--- config.mk ---
export PLATFORM = sky130hd
export DESIGN_NAME = sha256_sched_flat
export DESIGN_NICKNAME = d
export VERILOG_FILES = /design/src/rtl/sha256_sched_if.sv /design/src/rtl/sha256_sched.sv /design/src/flat_wrapper.sv
export SDC_FILE = /design/constraint.sdc
export NUM_CORES = 1
export LEC_CHECK = 0
export ABC_AREA = 0
export CORE_AREA = 2 2 277 279
export CTS_CLUSTER_SIZE = 24
export DETAILED_ROUTE_END_ITERATION = 10
export DIE_AREA = 0 0 279 281
export HOLD_SLACK_MARGIN = 0.05
export PLACE_DENSITY = 0.53
export SLEW_MARGIN = 10
export SYNTH_ARGS = -nofsm -noshare
export SYNTH_HDL_FRONTEND = slang
export SYNTH_SLANG_ARGS = --single-unit
--- constraint.sdc ---
create_clock -name clk_i -period 3.8 [get_ports clk_i]
set_input_delay 0.76 -clock clk_i [delete_from_list [all_inputs] [get_ports clk_i]]
set_output_delay 0.76 -clock clk_i [all_outputs]
set_load 0.01 [all_outputs]
--- src/rtl/sha256_sched_if.sv ---
// Bundles the requester, SHA-256 core and response handshakes of sha256_sched.
// The slave modport is the scheduler's view; master is the surrounding system.
interface sha256_sched_if;
  logic         req0_valid;
  logic [63:0]  req0_data;
  logic         req0_ready;
  logic         req1_valid;
  logic [63:0]  req1_data;
  logic         req1_ready;
  logic         core_start;
  logic         core_valid;
  logic [63:0]  core_data;
  logic         core_done;
  logic [255:0] core_digest;
  logic         rsp_valid;
  logic         rsp_ready;
  logic         rsp_id;
  logic [255:0] rsp_digest;

  modport slave (
    input  req0_valid, req0_data, req1_valid, req1_data,
    output req0_ready, req1_ready,
    output core_start, core_valid, core_data,
    input  core_done, core_digest,
    output rsp_valid, rsp_id, rsp_digest,
    input  rsp_ready
  );

  modport master (
    output req0_valid, req0_data, req1_valid, req1_data,
    input  req0_ready, req1_ready,
    input  core_start, core_valid, core_data,
    output core_done, core_digest,
    input  rsp_valid, rsp_id, rsp_digest,
    output rsp_ready
  );
endinterface

--- src/rtl/sha256_sched.sv ---
// Two-requester round-robin front end: streams one message block into a SHA-256
// core, waits for the digest under a timeout, and hands it back to the winner.
module sha256_sched #(
  parameter int TIMEOUT = 255,
  parameter int BEATS   = 8
) (
  input  logic          clk_i,
  input  logic          rstb_i,
  sha256_sched_if.slave bus,
  output logic          err_timeout,
  output logic          busy
);

  localparam logic [1:0] IDLE = 2'd0;
  localparam logic [1:0] LOAD = 2'd1;
  localparam logic [1:0] WAIT = 2'd2;
  localparam logic [1:0] RESP = 2'd3;
  localparam int BEAT_W = $clog2(BEATS + 1);

  logic [1:0]        state;
  logic              grant;
  logic              rr;
  logic [BEAT_W-1:0] beat;
  logic [15:0]       timer;
  logic              rsp_id_q;
  logic [255:0]      digest_q;

  logic        sel_valid;
  logic [63:0] sel_data;
  logic        xfer;
  logic        pick;
  logic        last_beat;
  logic        expire;

  assign sel_valid = grant ? bus.req1_valid : bus.req0_valid;
  assign sel_data  = grant ? bus.req1_data  : bus.req0_data;
  assign xfer      = (state == LOAD) && sel_valid;
  // rr names the requester favoured when both are valid
  assign pick      = (bus.req0_valid && bus.req1_valid) ? rr : bus.req1_valid;
  assign last_beat = (beat == BEAT_W'(BEATS - 1));
  // a core_done arriving on the final WAIT cycle beats the abort
  assign expire    = (state == WAIT) && !bus.core_done && (timer == 16'(TIMEOUT));

  assign bus.req0_ready = xfer && !grant;
  assign bus.req1_ready = xfer && grant;
  assign bus.core_valid = xfer;
  assign bus.core_start = xfer && (beat == '0);
  assign bus.core_data  = (state == LOAD) ? sel_data : 64'd0;
  assign bus.rsp_valid  = (state == RESP);
  assign bus.rsp_id     = rsp_id_q;
  assign bus.rsp_digest = digest_q;
  assign err_timeout    = expire;
  assign busy           = (state != IDLE);

  always_ff @(posedge clk_i or negedge rstb_i) begin
    if (!rstb_i) begin
      state    <= IDLE;
      grant    <= 1'b0;
      rr       <= 1'b0;
      beat     <= '0;
      timer    <= 16'd0;
      rsp_id_q <= 1'b0;
      digest_q <= 256'd0;
    end else begin
      case (state)
        IDLE: begin
          if (bus.req0_valid || bus.req1_valid) begin
            grant <= pick;
            rr    <= ~pick;
            beat  <= '0;
            state <= LOAD;
          end
        end
        LOAD: begin
          if (xfer) begin
            if (last_beat) begin
              beat  <= '0;
              timer <= 16'd0;
              state <= WAIT;
            end else begin
              beat <= beat + BEAT_W'(1);
            end
          end
        end
        WAIT: begin
          if (bus.core_done) begin
            digest_q <= bus.core_digest;
            rsp_id_q <= grant;
            state    <= RESP;
          end else if (expire) begin
            state <= IDLE;
          end else begin
            timer <= timer + 16'd1;
          end
        end
        RESP: begin
          if (bus.rsp_ready) state <= IDLE;
        end
        default: state <= IDLE;
      endcase
    end
  end

endmodule
--- src/flat_wrapper.sv ---
// flat-port wrapper written by rule: the top's interface ports become plain ports
module sha256_sched_flat 
#(
  parameter int TIMEOUT = 255,
  parameter int BEATS   = 8
)
  (clk_i, rstb_i, err_timeout, busy, bus_req0_valid, bus_req0_data, bus_req1_valid, bus_req1_data, bus_req0_ready, bus_req1_ready, bus_core_start, bus_core_valid, bus_core_data, bus_core_done, bus_core_digest, bus_rsp_valid, bus_rsp_id, bus_rsp_digest, bus_rsp_ready);
  sha256_sched_if bus_i ();
  input  logic clk_i;
  input  logic rstb_i;
  output logic err_timeout;
  output logic busy;
  input wire logic [$bits(bus_i.req0_valid)-1:0] bus_req0_valid;
  input wire logic [$bits(bus_i.req0_data)-1:0] bus_req0_data;
  input wire logic [$bits(bus_i.req1_valid)-1:0] bus_req1_valid;
  input wire logic [$bits(bus_i.req1_data)-1:0] bus_req1_data;
  output wire logic [$bits(bus_i.req0_ready)-1:0] bus_req0_ready;
  output wire logic [$bits(bus_i.req1_ready)-1:0] bus_req1_ready;
  output wire logic [$bits(bus_i.core_start)-1:0] bus_core_start;
  output wire logic [$bits(bus_i.core_valid)-1:0] bus_core_valid;
  output wire logic [$bits(bus_i.core_data)-1:0] bus_core_data;
  input wire logic [$bits(bus_i.core_done)-1:0] bus_core_done;
  input wire logic [$bits(bus_i.core_digest)-1:0] bus_core_digest;
  output wire logic [$bits(bus_i.rsp_valid)-1:0] bus_rsp_valid;
  output wire logic [$bits(bus_i.rsp_id)-1:0] bus_rsp_id;
  output wire logic [$bits(bus_i.rsp_digest)-1:0] bus_rsp_digest;
  input wire logic [$bits(bus_i.rsp_ready)-1:0] bus_rsp_ready;
  assign bus_i.req0_valid = bus_req0_valid;
  assign bus_i.req0_data = bus_req0_data;
  assign bus_i.req1_valid = bus_req1_valid;
  assign bus_i.req1_data = bus_req1_data;
  assign bus_req0_ready = bus_i.req0_ready;
  assign bus_req1_ready = bus_i.req1_ready;
  assign bus_core_start = bus_i.core_start;
  assign bus_core_valid = bus_i.core_valid;
  assign bus_core_data = bus_i.core_data;
  assign bus_i.core_done = bus_core_done;
  assign bus_i.core_digest = bus_core_digest;
  assign bus_rsp_valid = bus_i.rsp_valid;
  assign bus_rsp_id = bus_i.rsp_id;
  assign bus_rsp_digest = bus_i.rsp_digest;
  assign bus_i.rsp_ready = bus_rsp_ready;
  sha256_sched #(.TIMEOUT(TIMEOUT), .BEATS(BEATS)) u_core (.clk_i(clk_i), .rstb_i(rstb_i), .bus(bus_i), .err_timeout(err_timeout), .busy(busy));
endmodule
==> results_dict.tcl, run 1 <==
# place-and-route summary
set metrics [dict create \
    grt_first_pass_wirelength_um 71300 \
    clock_skew_ps 14.0 \
    grt_max_degree 86 \
    cts_tree "yes" \
    layout.cells.most_common "clkdlybuf4s50_1" \
    power.density_nw_per_um2 707 \
    cp_max_fo 7 \
    syn_nets 1249 \
    final_antenna_net_count 0 \
    fin_tns_setup_ps 0 \
    top_cells_by_count "dfrtp_1, mux2_2, nor2_1, mux2i_1, buf_2" \
    h-tree-depth 2 \
    met3WireLength_um 5940 \
    drt_pass1_iterations 4 \
    yosys.area.top_type "dfrtp_1" \
    grt_pass1_vias 10864 \
    drc 0 \
    relSlewSlack_pct 46.7 \
    hold_violations 0 \
    fmax_ghz 0.280 \
    synthArstFlopShare_pct 100 \
    synthMuxAreaShare_pct 30.3 \
    tightestPinTransition_ps 799 \
    p_leak_uw 0.00968 \
    num_vias 9863 \
    ys.flops 281 \
    nets 1990 \
    antenna_found_initial 14 \
    yosys.area.top_type_share_pct 59.0 \
    ys_sh_aoi_pct 2.75 \
    yosysMostFrequentCell "dfrtp_1" \
    ys_types 49 \
    die_area_sq_um 78400 \
    p_comb_uw 6920 \
    numCtsBuffers 36 \
    ys_cells 856 \
    seq_power_uw 4930 \
    highest_layer "met5" \
    synthTopLogicFamily "multiplexers" \
    dp_hpwl_um 39500 \
    worstPathArrival_ps 2810 \
    io_buffers 717 \
    syn_avg_cell_area_sq_um 13.9 \
    clockRootBuffer "clkbuf_16" \
    hold_class "primary input to asynchronous set/reset pin" \
    cts.clk_slew.worst_paths_ps 50 \
    synth-warning-count 0 \
    layout_min_cycle_time_ps 3570 \
    ys_sh_adder_pct 0.315 \
    p_switching_uw 4950 \
    clockBufferDepth 3 \
    die_y_um 281 \
    finalCritPeriodShare_pct 93.9 \
    clock_sinks 281 \
    wl_um 49900 \
    io_pins 718 \
    netlist_instances 856 \
    xor_area_share_pct 0 \
    routed_via_density 3.79 \
    syn_area_sq_um 11900 \
    rsz0062_at_grt "no" \
    pg_clk_uw 3490 \
    ys_area_sq_um 11900 \
    layout_top_cells "clkdlybuf4s50_1, dfrtp_1, mux2_2" \
    area_leaders "dfrtp_1, mux2_2, mux2i_1" \
    holdWs_ps 234 \
    fp_util_pct 15.8 \
    simple_gate_share_pct 5.52 \
    cp.required_ps 3040 \
    end_kind "output pin" \
    cts-hold-fix-buffers 0 \
    crit_type "flip-flop to output pin" \
    seqPwrFrac_pct 32.1 \
    slew_viol_final 0 \
    setup_viol 0 \
    edf_count 0 \
    p_int_uw 10400 \
    ys_seq_share_pct 59.0 \
    top_usage_layer "met2" \
    power_leader "combinational logic" \
    die-width_um 279 \
    core_sq_um 75400 \
    outcome "completed" \
    ctsResizeCount 0 \
    wl_met2_um 25300 \
    max-cap-violations 0 \
    gr-total-overflow 0 \
    synth_top_flop_cell "dfrtp_1" \
    drtIter0Drc 304 \
    clock.latency.late_pin_ps 540 \
    m1WireLength_um 16600 \
    tool_warnings 27 \
    clockPowerShare_pct 22.7 \
    p_comb_share_pct 45.1 \
    syn_to_final_growth_pct 82.1 \
    rows 101 \
    peakVddDrop_mv 0.420 \
    drive_above_1_share_pct 22.5 \
    p_sw_share_pct 32.2 \
    gp_routability_congestion 0.792 \
    cp-start-kind "flip-flop" \
    cts_setup_buffers 0 \
]
run 1: area by class of cell:
cell class / count / area [sq um]
diodes: 4 / 10.0
clock buffers: 54 / 1080
clock inverters: 10 / 130
fillers: 7689 / 53700
inverters: 13 / 48.8
multi-input cells: 514 / 4650
flip-flops and latches: 281 / 7040
well taps: 978 / 1220
repair buffers: 751 / 7540
run 1: path summary, 6_finish.rpt:
path | start | to | slack (ps) | cells after the start
min in group clk_i | u_core.bus.rsp_digest[62] | u_core.bus.rsp_digest[62] | 500 | 1
worst max-delay path | u_core.timer[9] | err_timeout | 230 | 4
max in group asynchronous | rstb_i | u_core.timer[6] | 2750 | 2
worst min register to register | u_core.bus.rsp_digest[62] | u_core.bus.rsp_digest[62] | 500 | 1
worst min-delay path | rstb_i | u_core.bus.rsp_digest[70] | 230 | 1
worst max register to register | u_core.grant | u_core.beat[3] | 1310 | 5
run 1: registers in the layout, summed over array words and instances, names as in the netlist:
name	flops
u_core.grant	1
u_core.bus.rsp_id	1
u_core.bus.rsp_digest	256
u_core.beat	4
u_core.timer	16
u_core.rr	1
u_core.state	2
run 1: worst max-delay path, stage by stage, from the launching register on:
cell,delay [ps]
dfrtp_1,430
or4_4,570
or4_4,560
nor2_1,150
clkdlybuf4s50_1,560
run 1: metrics by stage:
step                      total power [uW]  worst slack (ps)  util (%)  instance area [sq um]  cells
after floorplan                       7440              1310         -                  11900    856
after global placement               11900               337      27.2                  20500   2537
after detailed placement             12000               433      27.2                  20500   2537
after CTS                            15700              33.8      28.8                  21700   2601
after global routing                 16200               107      28.8                  21700   2605
final                                15400               234      28.8                  21700   2605
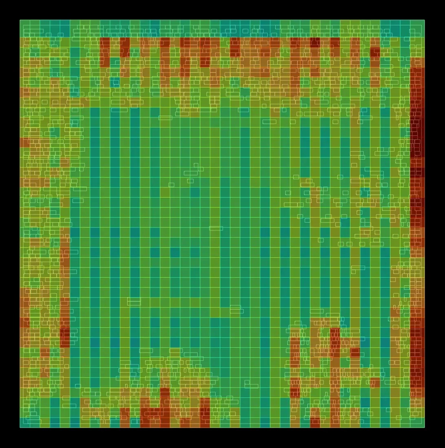
*Routing congestion map, run 1*
Avg WL per Cell: 19.2 um
GRT Total Usage: 12.2%
M3 GR Usage: 6.45%
grt met1 use: 11.6%
fraction of met2 tracks used by global routing: 22.0%

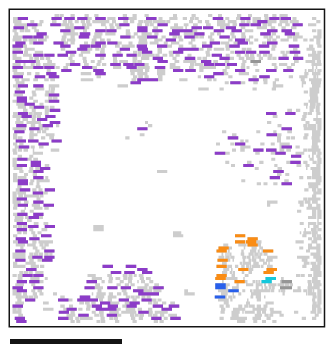
*Sequential cells colored by netlist name, run 1*
Scale bar: 100 um. Other sequential cells in the stronger gray, the rest of the logic in the fainter gray.
`u_core.state`: shown in cyan, sequential cells 2. `u_core.bus.rsp_digest`: shown in purple, sequential cells 256, where widely spread. `u_core.timer`: shown in orange, sequential cells 16, where lower right. `u_core.beat`: shown in blue, sequential cells 4.
Another 3 sequential cells are not colored.

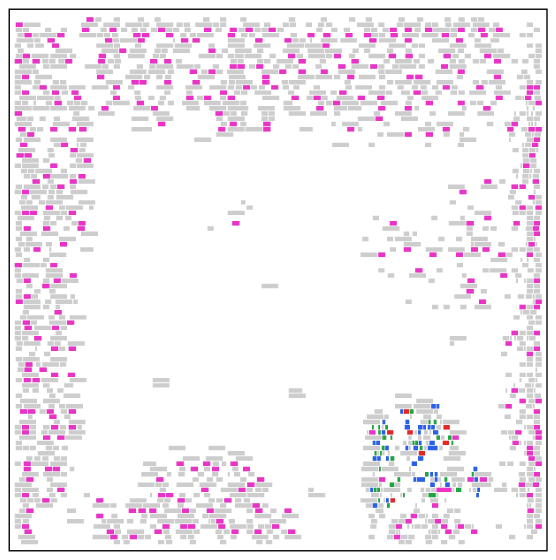
*Gate families picked out, run 1*
aoi and oai cells: shown in blue, cells 40, where lower right. mux cells: shown in magenta, cells 327, where widely spread. non-inverting ao/oa cells: shown in red, cells 7, where lower right. nand cells: shown in green, cells 32, where lower right.

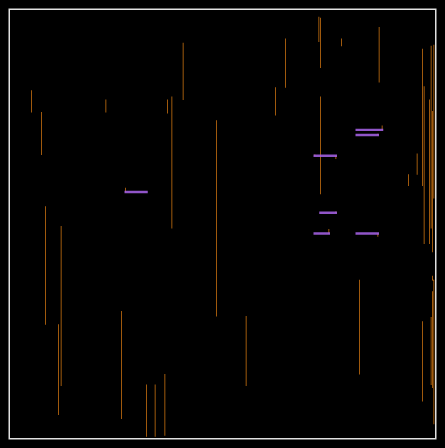
*Metal layers overlaid, run 1*
Two of the layers only.
metal 4: shown in orange, wire length 1,940 um. metal 5: shown in purple, wire length 91.1 um.

==> run 2, diff against run 1 <==
--- a/config.mk
+++ b/config.mk
@@ -12,7 +12,7 @@
 export DIE_AREA = 0 0 279 281
 export HOLD_SLACK_MARGIN = 0.05
 export PLACE_DENSITY = 0.53
-export SLEW_MARGIN = 10
+export SLEW_MARGIN = 20
 export SYNTH_ARGS = -nofsm -noshare
 export SYNTH_HDL_FRONTEND = slang
 export SYNTH_SLANG_ARGS = --single-unit
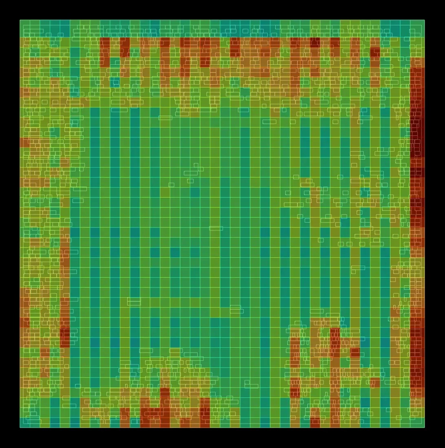
*Routing congestion map, run 2*
gr busiest metal: met2
final core utilization: 28.8%

==> run 2 against run 1 <==
Compared with the run above:
- die area did not move
- utilization unchanged
- fmax unchanged
- combinational power barely moved
- clock skew unchanged
- flip-flop count unchanged
- highest routed layer unchanged
==> results_dict.tcl, run 2 <==
# place-and-route summary
set metrics [dict create \
    dp_slack_ps 433 \
    hold_violations 0 \
    xor_area_share_pct 0 \
    simple_gate_share_pct 5.52 \
    ys_area_sq_um 11900 \
    cp_max_fo 7 \
    worst-path-buf-inv 1 \
    synth-warning-count 0 \
    grt_max_degree 86 \
    fp_util_pct 15.8 \
    io_buffers 717 \
    yosys.area.top_type_share_pct 59.0 \
    slew_viol_final 0 \
    synthMuxAreaShare_pct 30.3 \
    die_y_um 281 \
    ys_types 49 \
    max-cap-violations 0 \
    drive_above_1_share_pct 22.5 \
    crit_type "flip-flop to output pin" \
    cts-hold-fix-buffers 0 \
    num_vias 9863 \
    max_stage_delay_ps 570 \
    syn_nets 1249 \
    rows 101 \
    area_leaders "dfrtp_1, mux2_2, mux2i_1" \
    syn_avg_cell_area_sq_um 13.9 \
    routed_via_density 3.79 \
    cts_setup_buffers 0 \
    cts.clk_slew.worst_paths_ps 50 \
    wl_per_cell_um 19.2 \
    cp.required_ps 3040 \
    worstPathArrival_ps 2810 \
    crit_top_cell "or4_4" \
    hold_class "primary input to asynchronous set/reset pin" \
    clockRootBuffer "clkbuf_16" \
    ys_sh_adder_pct 0.315 \
    setup_viol 0 \
    netlist_instances 856 \
    edf_count 0 \
    ctsResizeCount 0 \
    antenna_found_initial 14 \
    synth_top_flop_cell "dfrtp_1" \
    h-tree-depth 2 \
    top_cells_by_count "dfrtp_1, mux2_2, nor2_1, mux2i_1, buf_2" \
    cp-start-kind "flip-flop" \
    holdWs_ps 234 \
    layout_top_cells "clkdlybuf4s50_1, dfrtp_1, mux2_2" \
    ys_seq_share_pct 59.0 \
    relSlewSlack_pct 46.7 \
    layout.cells.most_common "clkdlybuf4s50_1" \
    ys_sh_aoi_pct 2.75 \
    outcome "completed" \
    clock_sinks 281 \
    cts_tree "yes" \
    drt_pass1_iterations 4 \
    synthArstFlopShare_pct 100 \
    fill_cells 7689 \
    tightestPinTransition_ps 799 \
    cp_slowest_cell "or4_4" \
    nets 1990 \
    grt_usage_pct 12.2 \
    gp_routability_congestion 0.792 \
    p_leak_uw 0.00968 \
    ys_cells 856 \
    gr-total-overflow 0 \
    wl_um 49900 \
    tool_warnings 27 \
    synthTopLogicFamily "multiplexers" \
    setup_ws_ps 234 \
    path_delay_family "simple AND/OR/NAND/NOR gates" \
    finalCritPeriodShare_pct 93.9 \
    io_pins 718 \
    core_sq_um 75400 \
    fmax_ghz 0.280 \
    ys.flops 281 \
    worstPathCellList "or4_4 -> or4_4 -> nor2_1 -> clkdlybuf4s50_1" \
    end_kind "output pin" \
    layout_min_cycle_time_ps 3570 \
    grt_pass1_vias 10864 \
    syn_to_final_growth_pct 82.1 \
    drc 0 \
    syn_area_sq_um 11900 \
    yosysMostFrequentCell "dfrtp_1" \
    fin_tns_setup_ps 0 \
    grt_first_pass_wirelength_um 71300 \
    die-width_um 279 \
    rsz0062_at_grt "no" \
    numCtsBuffers 36 \
    final_antenna_net_count 0 \
    yosys.area.top_type "dfrtp_1" \
    drtIter0Drc 304 \
    clockBufferDepth 3 \
    peakVddDrop_mv 0.420 \
    largest_reg_flops 256 \
    clock_skew_ps 14.0 \
    die_area_sq_um 78400 \
    power.density_nw_per_um2 707 \
    clock.latency.late_pin_ps 540 \
    dp_hpwl_um 39500 \
]
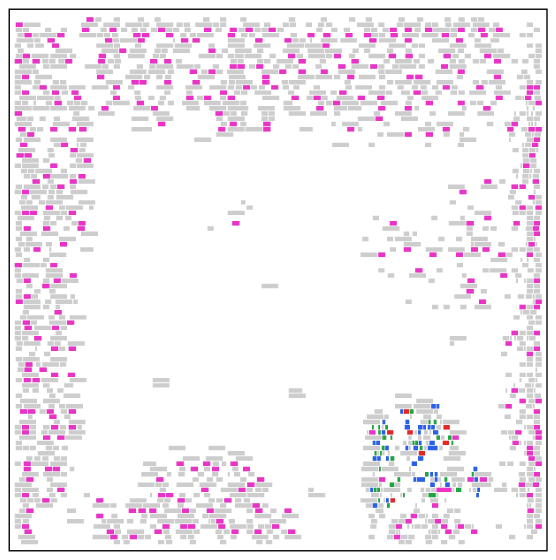
*Gate families picked out, run 2*
aoi and oai cells: shown in blue, cells 40, where lower right. mux cells: shown in magenta, cells 327, where widely spread. non-inverting ao/oa cells: shown in red, cells 7, where lower right. nand cells: shown in green, cells 32, where lower right.

==> run 2: cell counts in the layout (fill, tap and decap cells not counted) <==
Identical to the previous run, type by type.
==> run 2: stage by stage <==
step	area (sq um)	instances	power (uW)	util (%)
after floorplan	11900	856	7440	-
after global routing	21700	2605	16200	28.8
final	21700	2605	15400	28.8
after CTS	21700	2601	15700	28.8
after detailed placement	20500	2537	12000	27.2
after global placement	20500	2537	11900	27.2
==> run 2: final timing paths <==
check	endpoint	slack [ps]	start	cells after the start
worst max register to register	u_core.beat[3]	1310	u_core.grant	5
worst min-delay path	u_core.bus.rsp_digest[70]	230	rstb_i	1
max in group asynchronous	u_core.timer[6]	2750	rstb_i	2
min in group clk_i	u_core.bus.rsp_digest[62]	500	u_core.bus.rsp_digest[62]	1
worst max-delay path	err_timeout	230	u_core.timer[9]	4
worst min register to register	u_core.bus.rsp_digest[62]	500	u_core.bus.rsp_digest[62]	1
==> run 2: cell type report <==
| type | count | area [sq um] | share of cell area [%] |
|---|---|---|---|
| inverter | 13 | 48.8 | 0.225 |
| antenna | 4 | 10.0 | 0.0461 |
| sequential | 281 | 7040 | 32.4 |
| clock buffer | 54 | 1080 | 4.97 |
| tap | 978 | 1220 | 5.64 |
| timing repair buffer | 751 | 7540 | 34.7 |
| clock inverter | 10 | 130 | 0.599 |
| multi-input combinational | 514 | 4650 | 21.4 |
==> run 2: per-layer routing <==
layer  GRT usage, %  up-vias  wire length (um)
li1               -     4524                 -
met1           11.6     4738             16600
met2           22.0      490             25300
met3           6.45       97              5940
met4           4.94       14              1940
met5              0        -                91
==> run 2: where the power goes <==
group	switching (uW)	internal [uW]	leakage [uW]	total, uW
combinational	2810	4110	0.00523	6920
clock	1380	2110	0.000586	3490
sequential	758	4180	0.00386	4930
total	4950	10400	0.00968	15400
### Metal layers overlaid, run 2

Two of the layers only.
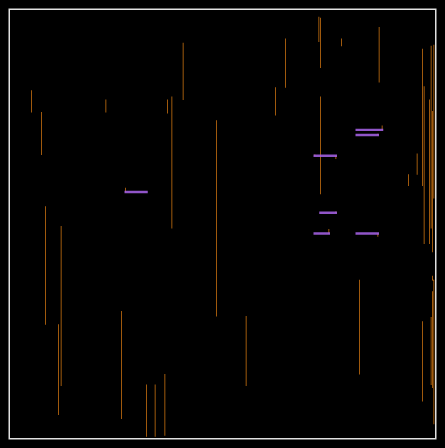

==> run 3, diff against run 2 <==
--- a/config.mk
+++ b/config.mk
@@ -10,6 +10,7 @@
 export CTS_CLUSTER_SIZE = 24
 export DETAILED_ROUTE_END_ITERATION = 10
 export DIE_AREA = 0 0 279 281
+export GPL_TIMING_DRIVEN = 0
 export HOLD_SLACK_MARGIN = 0.05
 export PLACE_DENSITY = 0.53
 export SLEW_MARGIN = 20
==> constraint.sdc (replaced) <==
create_clock -name clk_i -period 3.8 [get_ports clk_i]
set_input_delay 0.76 -clock clk_i [delete_from_list [all_inputs] [get_ports clk_i]]
set_output_delay 0.76 -clock clk_i [all_outputs]
set_load 0.005 [all_outputs]
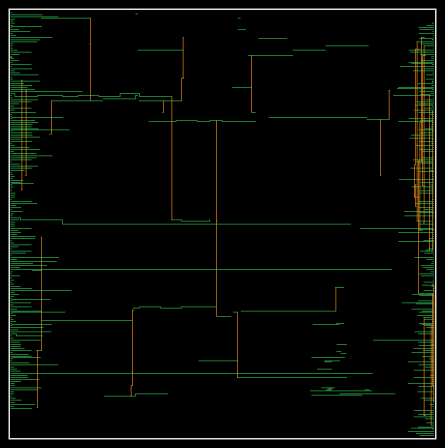
*Metal layers overlaid, run 3*
Two of the layers only.
metal 4: shown in orange, wire length 1,920 um. metal 3: shown in green, wire length 5,180 um.

==> run 3 against run 2 <==
Compared with the run above:
- via count grew 1.7%
- fmax shrank 2.4%
- clock power shrank 5%
- global-route usage grew 0.37 points
- design area shrank 0.65%
- combinational power shrank 6.4%
==> results_dict.tcl, run 3 <==
# place-and-route summary
set metrics [dict create \
    outcome "completed" \
    clock_skew_ps 20.8 \
    largest_reg_flops 256 \
    synth_top_flop_cell "dfrtp_1" \
    cp-start-kind "flip-flop" \
    max-cap-violations 0 \
    cts_setup_buffers 0 \
    syn_to_final_growth_pct 80.9 \
    rows 101 \
    worstPathCellList "clkbuf_1 -> clkbuf_1 -> mux2i_1 -> nor2_1 -> clkdlybuf4s50_1" \
    layout_top_cells "clkdlybuf4s50_1, dfrtp_1, mux2_2" \
    max_stage_delay_ps 670 \
    fin_tns_setup_ps 0 \
    final_antenna_net_count 0 \
    top_cells_by_count "dfrtp_1, mux2_2, nor2_1, mux2i_1, buf_2" \
    area_leaders "dfrtp_1, mux2_2, mux2i_1" \
    stdcell_area_sq_um 21600 \
    numCtsBuffers 36 \
    relSlewSlack_pct 44.2 \
    holdWs_ps 112 \
    synth-warning-count 0 \
    syn_area_sq_um 11900 \
    h-tree-depth 2 \
    path_delay_family "buffers and inverters" \
    syn_nets 1249 \
    edf_count 0 \
    p_switching_uw 4430 \
    die-width_um 279 \
    yosysMostFrequentCell "dfrtp_1" \
    cp.required_ps 3040 \
    clock_sinks 281 \
    wl_um 51900 \
    worstPathArrival_ps 2890 \
    yosys.area.top_type_share_pct 59.0 \
    finalCritPeriodShare_pct 96.1 \
    grt_usage_pct 12.6 \
    rsz0062_at_grt "yes" \
    placed_area_sq_um 20400 \
    drive_above_1_share_pct 21.8 \
    path_depth 5 \
    cts.clk_slew.worst_paths_ps 60 \
    drc 0 \
    ys_types 49 \
    nets 2007 \
    grt_max_degree 92 \
    crit_top_cell "clkbuf_1" \
    clockRootBuffer "clkbuf_16" \
    ys_area_sq_um 11900 \
    drt_pass1_iterations 4 \
    end_kind "output pin" \
    endpoint "bus_core_data[43]" \
    synthArstFlopShare_pct 100 \
    setup_viol 0 \
    rr_startpoint "u_core.state[1]" \
    crit_type "flip-flop to output pin" \
    hold_violations 0 \
    io_pins 718 \
    tightestPinTransition_ps 836 \
    setup.worst_path.start "u_core.grant" \
    r2r_end "u_core.bus.rsp_digest[62]" \
    clockBufferDepth 3 \
    ys_cells 856 \
    drtIter0Drc 334 \
    ys.flops 281 \
    routed_via_density 3.83 \
    p_comb_share_pct 44.2 \
    fmax_ghz 0.274 \
    dp_slack_ps 285 \
    num_vias 10029 \
    reg2regPathDepth 6 \
    p_total_uw 14700 \
]
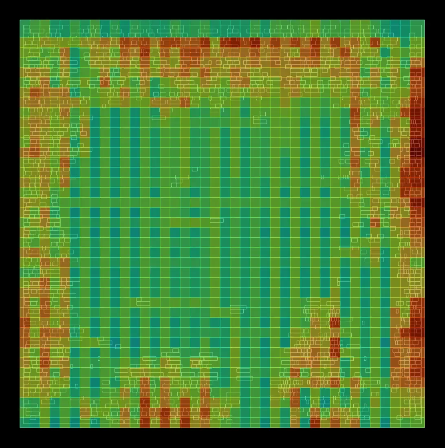
*Routing congestion map, run 3*
final core utilization: 28.6%
fraction of met2 tracks used by global routing: 22.8%
Avg WL per Cell: 19.8 um

==> run 3: cell types whose count changed in the layout (fill, tap and decap cells not counted), moves of 4 or more <==
| cell | previous run | this run |
|---|---|---|
| buf_4 | 26 | 1 |
| buf_2 | 0 | 26 |
| buf_1 | 0 | 5 |
| clkbuf_1 | 8 | 22 |
| clkbuf_2 | 0 | 4 |
| buf_12 | 8 | 0 |
==> run 3: timing repair <==
| item | 4_1_cts | 5_1_grt |
|---|---|---|
| endpoints found under the hold margin | 0 | 0 |
| setup endpoints to repair | 49 | 21 |
| resized | 5 | 3 |
| cloned | 0 | 0 |
==> run 3: area by class of cell <==
class                      instances  area (sq um)
tap                              978          1220
clock buffer                      53          1020
buffer                            48           229
fill                            7726         53900
sequential                       281          7030
clock inverter                     9           103
multi-input combinational        514          4630
timing repair buffer             720          7260
antenna                            5          12.5
inverter                          13          48.8
==> run 3: power by group through the flow <==
stage / sequential [uW] / combinational, uW / clock [uW]
after floorplan: 4870 / 1970 / 0
after global placement: 4870 / 6530 / 0
after detailed placement: 4890 / 6560 / 0
after CTS: 4870 / 6610 / 3470
after global routing: 5020 / 6910 / 3600
final: 4870 / 6480 / 3310
==> run 3: layer usage <==
layer,GRT usage (%),vias up,share of wire [%]
li1,-,4559,-
met1,12.7,4895,35
met2,22.8,504,51
met3,5.21,71,10
met4,5.18,0,3.7
met5,0,-,0
==> run 3: cells by family (layout without fill, tap and decap cells) <==
logic type | after synthesis | in the layout | synth area share (%)
buffers and inverters | 61 | 843 | 2.19
adder cells (fa/ha/maj) | 3 | 3 | 0.315
AND/OR/NAND/NOR | 137 | 137 | 5.52
AND-OR/OR-AND | 47 | 47 | 2.75
other | 0 | 5 | 0
multiplexers | 327 | 327 | 30.3
flip-flops | 281 | 281 | 59.0
Power figures rest on the tool's default switching activity, not on a simulated workload.
